===== src/rtl/ts_pkt_rr_sched.sv =====
// Packet-level round-robin scheduler: grants one channel at a time for a full
// TS packet and forwards its words, registered, onto a shared output stream.
// Optional null-packet fill when idle is enabled by defining TS_NULL_FILL_EN.
module ts_pkt_rr_sched #(
  parameter int unsigned NCH       = 32,
  parameter int unsigned DW        = 33,
  parameter int unsigned PKT_WORDS = 47,
  parameter int unsigned TIMEOUT   = 256
) (
  input  logic                    clk,
  input  logic                    rst,
  input  logic [NCH-1:0]          ch_req,
  input  logic [NCH*DW-1:0]       ch_din,
  input  logic [NCH-1:0]          ch_din_en,
  input  logic                    out_afull,
  output logic [NCH-1:0]          ch_grant,
  output logic [DW-1:0]           dout,
  output logic                    dout_en,
  output logic [$clog2(NCH)-1:0]  cur_ch,
  output logic                    to_err,
  output logic                    sop_err
);

  localparam int unsigned CHW  = $clog2(NCH);
  localparam int unsigned CNTW = $clog2(PKT_WORDS + 1);
  localparam int unsigned TOW  = $clog2(TIMEOUT + 1);

`ifdef TS_NULL_FILL_EN
  localparam logic [DW-1:0] NULL_SOP  = {1'b1, 32'h471F_FF10};
  localparam logic [DW-1:0] NULL_FILL = {1'b0, 32'hFFFF_FFFF};
  typedef enum logic [1:0] {IDLE, XFER, NULLF} state_t;
`else
  typedef enum logic {IDLE, XFER} state_t;
`endif

  state_t            state_q;
  logic [NCH-1:0]    grant_q;
  logic [DW-1:0]     dout_q;
  logic              dout_en_q;
  logic [CHW-1:0]    cur_ch_q;
  logic [CHW-1:0]    last_q;
  logic [CNTW-1:0]   cnt_q;
  logic [TOW-1:0]    idle_q;
  logic              to_err_q;
  logic              sop_err_q;
`ifdef TS_NULL_FILL_EN
  logic [3:0]        nf_q;
`endif

  logic [DW-1:0]     din_arr [NCH];
  logic [DW-1:0]     cur_word;
  logic              cur_en;
  logic              win_found;
  logic [CHW-1:0]    win_idx;
  logic [CHW:0]      idx;
  logic [NCH-1:0]    gnt_d;

  for (genvar g = 0; g < NCH; g++) begin : g_unpack
    assign din_arr[g] = ch_din[g*DW +: DW];
  end

  assign cur_word = din_arr[cur_ch_q];
  assign cur_en   = ch_din_en[cur_ch_q];

  // Search last+1, last+2, ... wrapping at NCH; first requester wins.
  always_comb begin
    win_found = 1'b0;
    win_idx   = '0;
    idx       = '0;
    for (int unsigned k = 1; k <= NCH; k++) begin
      idx = {1'b0, last_q} + (CHW+1)'(k);
      if (idx >= (CHW+1)'(NCH)) idx = idx - (CHW+1)'(NCH);
      if (!win_found && ch_req[idx[CHW-1:0]]) begin
        win_found = 1'b1;
        win_idx   = idx[CHW-1:0];
      end
    end
  end

  always_comb begin
    gnt_d          = '0;
    gnt_d[win_idx] = 1'b1;
  end

  always_ff @(posedge clk) begin
    if (!rst) begin
      state_q   <= IDLE;
      grant_q   <= '0;
      dout_q    <= '0;
      dout_en_q <= 1'b0;
      cur_ch_q  <= '0;
      last_q    <= CHW'(NCH - 1);
      cnt_q     <= '0;
      idle_q    <= '0;
      to_err_q  <= 1'b0;
      sop_err_q <= 1'b0;
`ifdef TS_NULL_FILL_EN
      nf_q      <= '0;
`endif
    end else begin
      dout_en_q <= 1'b0;
      to_err_q  <= 1'b0;
      sop_err_q <= 1'b0;
      case (state_q)
        IDLE: begin
          if (win_found && !out_afull) begin
            state_q  <= XFER;
            grant_q  <= gnt_d;
            cur_ch_q <= win_idx;
            last_q   <= win_idx;
            cnt_q    <= '0;
            idle_q   <= '0;
`ifdef TS_NULL_FILL_EN
            nf_q     <= '0;
          end else if (!win_found && !out_afull) begin
            // The 16th quiet cycle emits the null SOP word directly.
            if (nf_q == 4'd15) begin
              state_q   <= NULLF;
              dout_q    <= NULL_SOP;
              dout_en_q <= 1'b1;
              cnt_q     <= CNTW'(1);
              nf_q      <= '0;
            end else begin
              nf_q <= nf_q + 4'd1;
            end
          end else begin
            nf_q <= '0;
`endif
          end
        end
        XFER: begin
          if (cur_en) begin
            idle_q <= '0;
            if (cnt_q == '0 && !cur_word[DW-1]) begin
              sop_err_q <= 1'b1;
              grant_q   <= '0;
              state_q   <= IDLE;
            end else begin
              dout_q    <= cur_word;
              dout_en_q <= 1'b1;
              cnt_q     <= cnt_q + CNTW'(1);
              if (cnt_q == CNTW'(PKT_WORDS - 1)) begin
                grant_q <= '0;
                state_q <= IDLE;
              end
            end
          end else if (idle_q == TOW'(TIMEOUT - 1)) begin
            to_err_q <= 1'b1;
            grant_q  <= '0;
            state_q  <= IDLE;
          end else begin
            idle_q <= idle_q + TOW'(1);
          end
        end
`ifdef TS_NULL_FILL_EN
        NULLF: begin
          dout_q    <= NULL_FILL;
          dout_en_q <= 1'b1;
          cnt_q     <= cnt_q + CNTW'(1);
          if (cnt_q == CNTW'(PKT_WORDS - 1)) state_q <= IDLE;
        end
`endif
        default: state_q <= IDLE;
      endcase
    end
  end

  assign ch_grant = grant_q;
  assign dout     = dout_q;
  assign dout_en  = dout_en_q;
  assign cur_ch   = cur_ch_q;
  assign to_err   = to_err_q;
  assign sop_err  = sop_err_q;

endmodule

===== config.mk =====
export PLATFORM = sky130hd
export DESIGN_NAME = ts_pkt_rr_sched
export DESIGN_NICKNAME = d
export VERILOG_FILES = /design/src/rtl/ts_pkt_rr_sched.sv
export SDC_FILE = /design/constraint.sdc
export NUM_CORES = 1
export LEC_CHECK = 0
export CAP_MARGIN = 30
export CORE_AREA = 2 2 463 465
export DETAILED_ROUTE_END_ITERATION = 10
export DIE_AREA = 0 0 465 467
export HOLD_SLACK_MARGIN = 0.02
export PLACE_DENSITY_LB_ADDON = 0.05
export SETUP_SLACK_MARGIN = 0.05
export SLEW_MARGIN = 5
export SYNTH_ARGS = -nofsm -noshare
export SYNTH_HDL_FRONTEND = slang
export SYNTH_SLANG_ARGS = --single-unit

===== constraint.sdc =====
create_clock -name clk -period 11.39 [get_ports clk]
set_input_delay 2.278 -clock clk [delete_from_list [all_inputs] [get_ports clk]]
set_output_delay 2.278 -clock clk [all_outputs]
set_load 0.005 [all_outputs]

==> impl_metrics.yaml, run 1 <==
# synthesis and place-and-route metrics
detailed_routing:
  met2_length_um: 110000
  highest_layer: "met5"
  ant_nets: 0
outcome:
  status: "complete, no violations"
global_route:
  grt_pass1_wl_um: 254000
  busiest_layer: "met2"
  grtUsageMet2_pct: 34.5
  grt-ovfl-total: 0
cells_and_area:
  fillerInstances: 23400
  largest_reg_flops: 33
  layout-area-overhead-vs-synth_pct: 82.8
pwr:
  sequentialPowerShare_pct: 5.9
  power_switching_share_pct: 58.3
  power-top-group: "combinational logic"
  pg_clk_mw: 0.346
  peakVddDrop_v: 0.000123
  p_seq_mw: 0.528
clock_tree:
  cts_tree: "done"
  hold_buffers: 0
  clk_latency_ns: 0.41
yosys:
  synthTopLogicFamily: "multiplexers"
  syn_area_um2: 19000
  synth_flop_count: 94
  postSynthSeqShare_pct: 9.88
  xor_share_pct: 1.74
  synth-edff-count: 0
  adder_share_pct: 1.18
  syn_inst: 1668
floorplan:
  die_area_um2: 217000
  coreArea_um2: 212000
  die_w_um: 465
place:
  gp_congestion: 0.929
final_timing:
  setup_tns_ns: 0
  hold_viol: 0
setup_path:
  r2r_start: "last_q[1]"
  endpoint: "ch_grant[23]"
  worst-path-stages: 15
  end_kind: "flip-flop"
  crit_slowest_cell: "clkdlybuf4s50_1"
-- run 1: metrics by stage --
step	hold WS [ns]	utilization, %	area [µm²]	total power, mW	worst slack, ns
after floorplan	0.466	-	19000	5.10	5.29
after global placement	0.478	16.2	34400	8.80	3.67
after detailed placement	0.472	16.3	34400	8.74	3.65
after CTS	0.494	16.4	34700	9.14	4.08
after global routing	0.503	16.4	34800	9.53	3.67
final	0.485	16.4	34800	8.96	4.07
-- run 1: cell type report --
type	count	area, µm²	share of cell area [%]
clock buffer	9	225	0.647
timing repair buffer	1256	12500	35.9
tap	2821	3530	10.1
clock inverter	7	81.3	0.234
sequential	94	1910	5.48
multi-input combinational	1382	16400	47.2
inverter	23	87.6	0.252
antenna	16	40.0	0.115
Figure 1. Placement by cell class (run 1).
Fill, decap, tap and diode cells in grey.
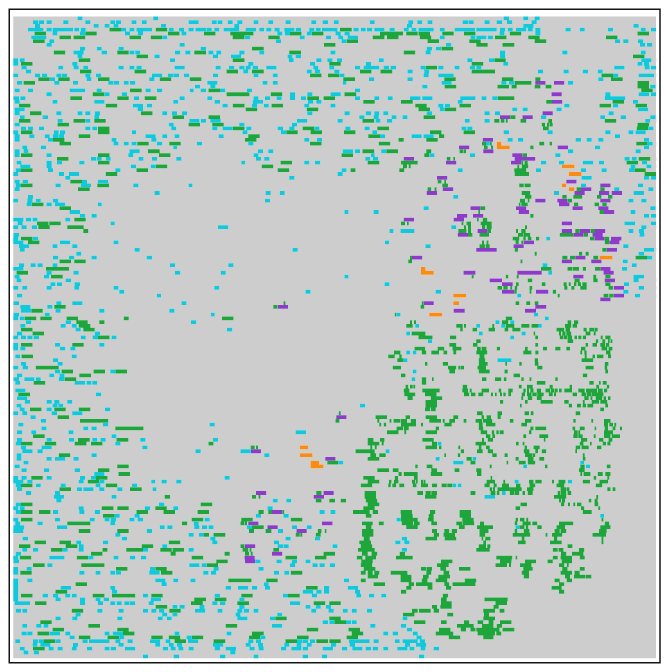
| class | colour | cells | share of their area |
|---|---|---|---|
| other buffers and delay cells | cyan | 1256 | 40% |
| clock drivers and dummy loads | orange | 16 | 0.98% |
| all other logic | green | 1405 | 53% |
| flip-flops | purple | 94 | 6.1% |
Final Cell Area: 34800 µm²
standard-cell rows: 169
Layout Utilization: 16.4%

Figure 2. The metal 3 layer (run 1).
Scale bar: 100 µm.
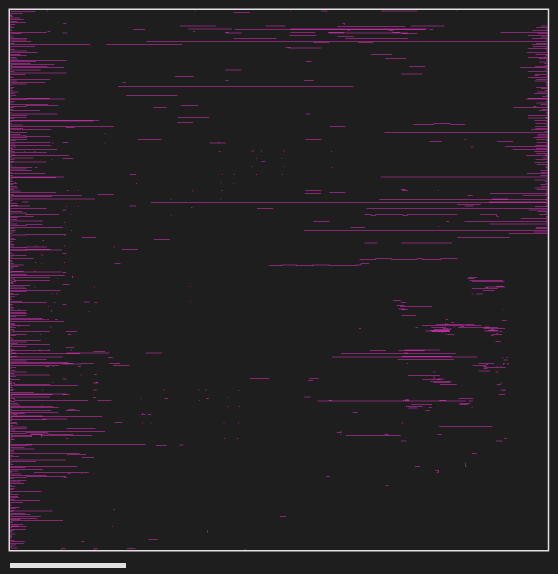
wire length on this layer: 12300 µm
nets with wire on the layer: 692
share of all routed wire: 6.1%
longest straight run: 347 µm
main direction: horizontal
met3 usage: 4.03%
WL final: 201000 µm
DR vias: 21900

Figure 3. Clock wiring as the flow saved it (run 1).
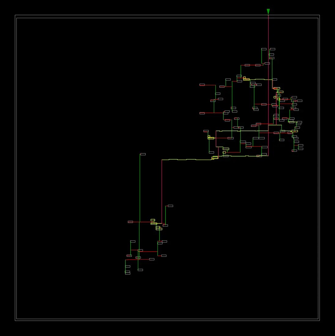
Sink Count: 94
Clock Skew: 0.0194 ns
FF+latch count: 94

Figure 4. Wire density map (run 1).
Scale bar: 100 µm. 23 x 23 tiles, from dark blue (low) to red (high), scaled to the fullest tile. Values are wire area over tile area, all layers added.
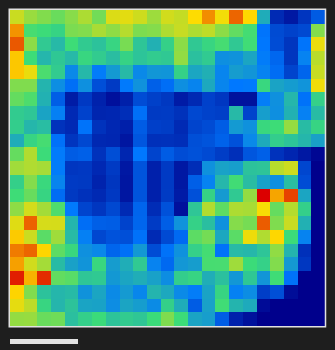
emptiest ninth of the die: centre
fullest tile: 0.41
nearly empty tiles: 4.2%
mean over tiles: 0.15
densest ninth of the die: south-west
GRT Overall Usage: 17.8%
WL/cell: 35.8 µm

Figure 5. Signal wires on met1 (run 1).
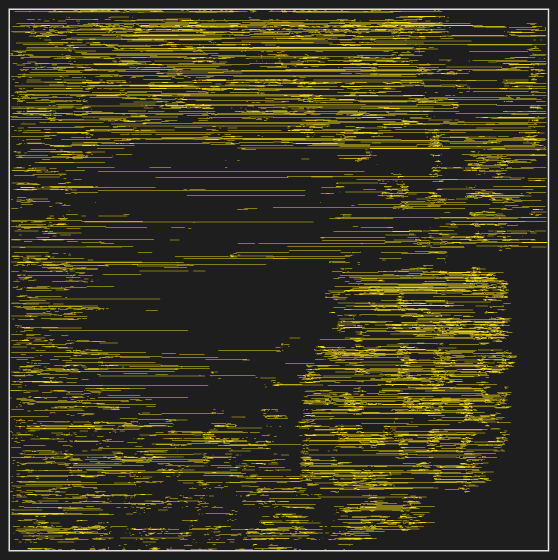

==> run 2: changes to the inputs <==
--- a/config.mk
+++ b/config.mk
@@ -6,9 +6,9 @@
 export NUM_CORES = 1
 export LEC_CHECK = 0
 export CAP_MARGIN = 30
-export CORE_AREA = 2 2 463 465
+export CORE_AREA = 2 2 466 468
 export DETAILED_ROUTE_END_ITERATION = 10
-export DIE_AREA = 0 0 465 467
+export DIE_AREA = 0 0 468 470
 export HOLD_SLACK_MARGIN = 0.02
 export PLACE_DENSITY_LB_ADDON = 0.05
 export SETUP_SLACK_MARGIN = 0.05
==> constraint.sdc (replaced) <==
create_clock -name clk -period 7.4 [get_ports clk]
set_input_delay 1.48 -clock clk [delete_from_list [all_inputs] [get_ports clk]]
set_output_delay 1.48 -clock clk [all_outputs]
set_load 0.005 [all_outputs]
Figure 6. Signal wires on met1 (run 2).
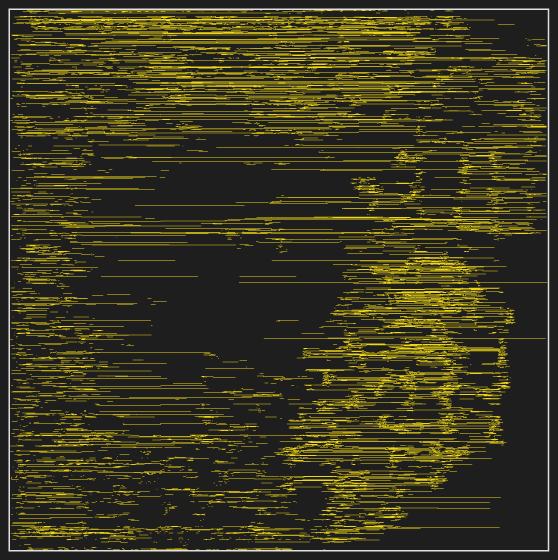
wire length on this layer: 75.9 mm
longest straight run: 269 µm
share of all routed wire: 37%
WL final: 207000 µm
DR vias: 22200
met1 usage: 19.8%

Figure 7. The metal 3 layer (run 2).
Scale bar: 100 µm.
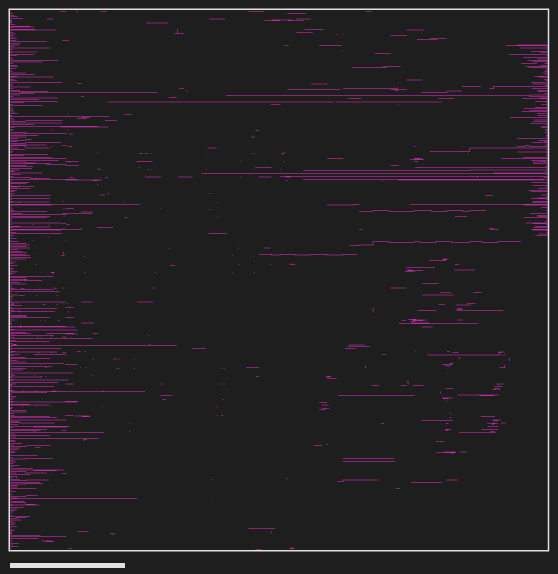
main direction: horizontal
share of all routed wire: 5.9%
nets with wire on the layer: 681
met3 usage: 4.18%

Figure 8. Placement by cell class (run 2).
Fill, decap, tap and diode cells in grey.
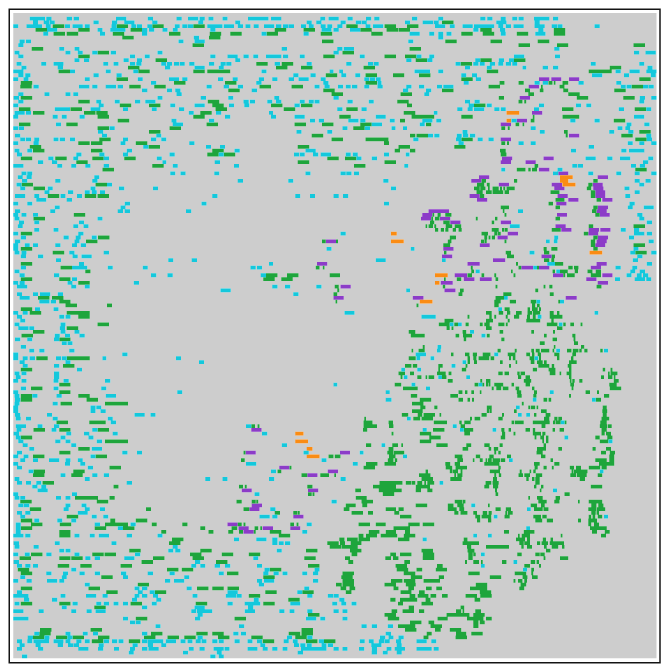
| class | colour | cells | share of their area |
|---|---|---|---|
| flip-flops | purple | 94 | 6.1% |
| all other logic | green | 1405 | 52% |
| other buffers and delay cells | cyan | 1292 | 41% |
| clock drivers and dummy loads | orange | 16 | 0.95% |

==> run 2 against run 1 <==
  * First-iteration DRC count is 4.6% lower
  * Routed wire length grew 2.9%
  * Utilization is 0.17 points lower
  * Combinational power up 58%
  * Via count up 0.95%
  * Area after synthesis unchanged
  * Register-to-register slack lost 3.4 ns
  * Largest power group unchanged
  * Final area rose by 0.81%
  * Cell count increased by 1.3%
  * Power grew 58%
  * Count of clock-buffer cells in the layout stayed put
==> impl_metrics.yaml, run 2 <==
# synthesis and place-and-route metrics
pwr:
  peakVddDrop_v: 0.000273
  power-top-group: "combinational logic"
  sequentialPowerShare_pct: 6.2
  power_switching_share_pct: 57.4
final_timing:
  setup_tns_ns: 0
cells_and_area:
  comb.multi_input.count: 1382
  num-nonclk-buffers: 1292
  n_antenna_cell: 22
  layout-area-overhead-vs-synth_pct: 84.3
  flops: 94
place:
  postPlaceCellArea_um2: 34700
setup_path:
  endpoint: "ch_grant[6]"
  end_kind: "flip-flop"
yosys:
  synth-edff-count: 0
floorplan:
  rows: 171
  tap_cells: 2854
clock_tree:
  clk_latency_ns: 0.40
detailed_routing:
  ant_nets: 0
  met2_length_um: 115000
global_route:
  grt_usage_pct: 18.2
outcome:
  status: "complete, no violations"
-- run 2: kinds of logic after synthesis --
logic type	after synthesis	synth area share (%)
xor gates and xnor gates	37	1.74
muxes	623	61.3
adders and majority gates	18	1.18
AOI/OAI and AO/OA	298	11.2
buffers and inverters	192	4.34
and+or+nand+nor	406	10.4
DFF	94	9.88
-- run 2: critical path: stages --
cell,delay (ns)
clkdlybuf4s50_1,0.57
mux2_2,0.37
mux4_2,0.56
mux4_2,0.60
a211oi_4,0.24
and2_1,0.21
and4_1,0.32
buf_4,0.19
nand4_1,0.23
a2111oi_0,0.76
nor4_2,0.13
a21oi_2,0.30
nand4_1,0.20
nor2b_2,0.31
a32o_1,0.19
Power is estimated from default activity; no workload was simulated.
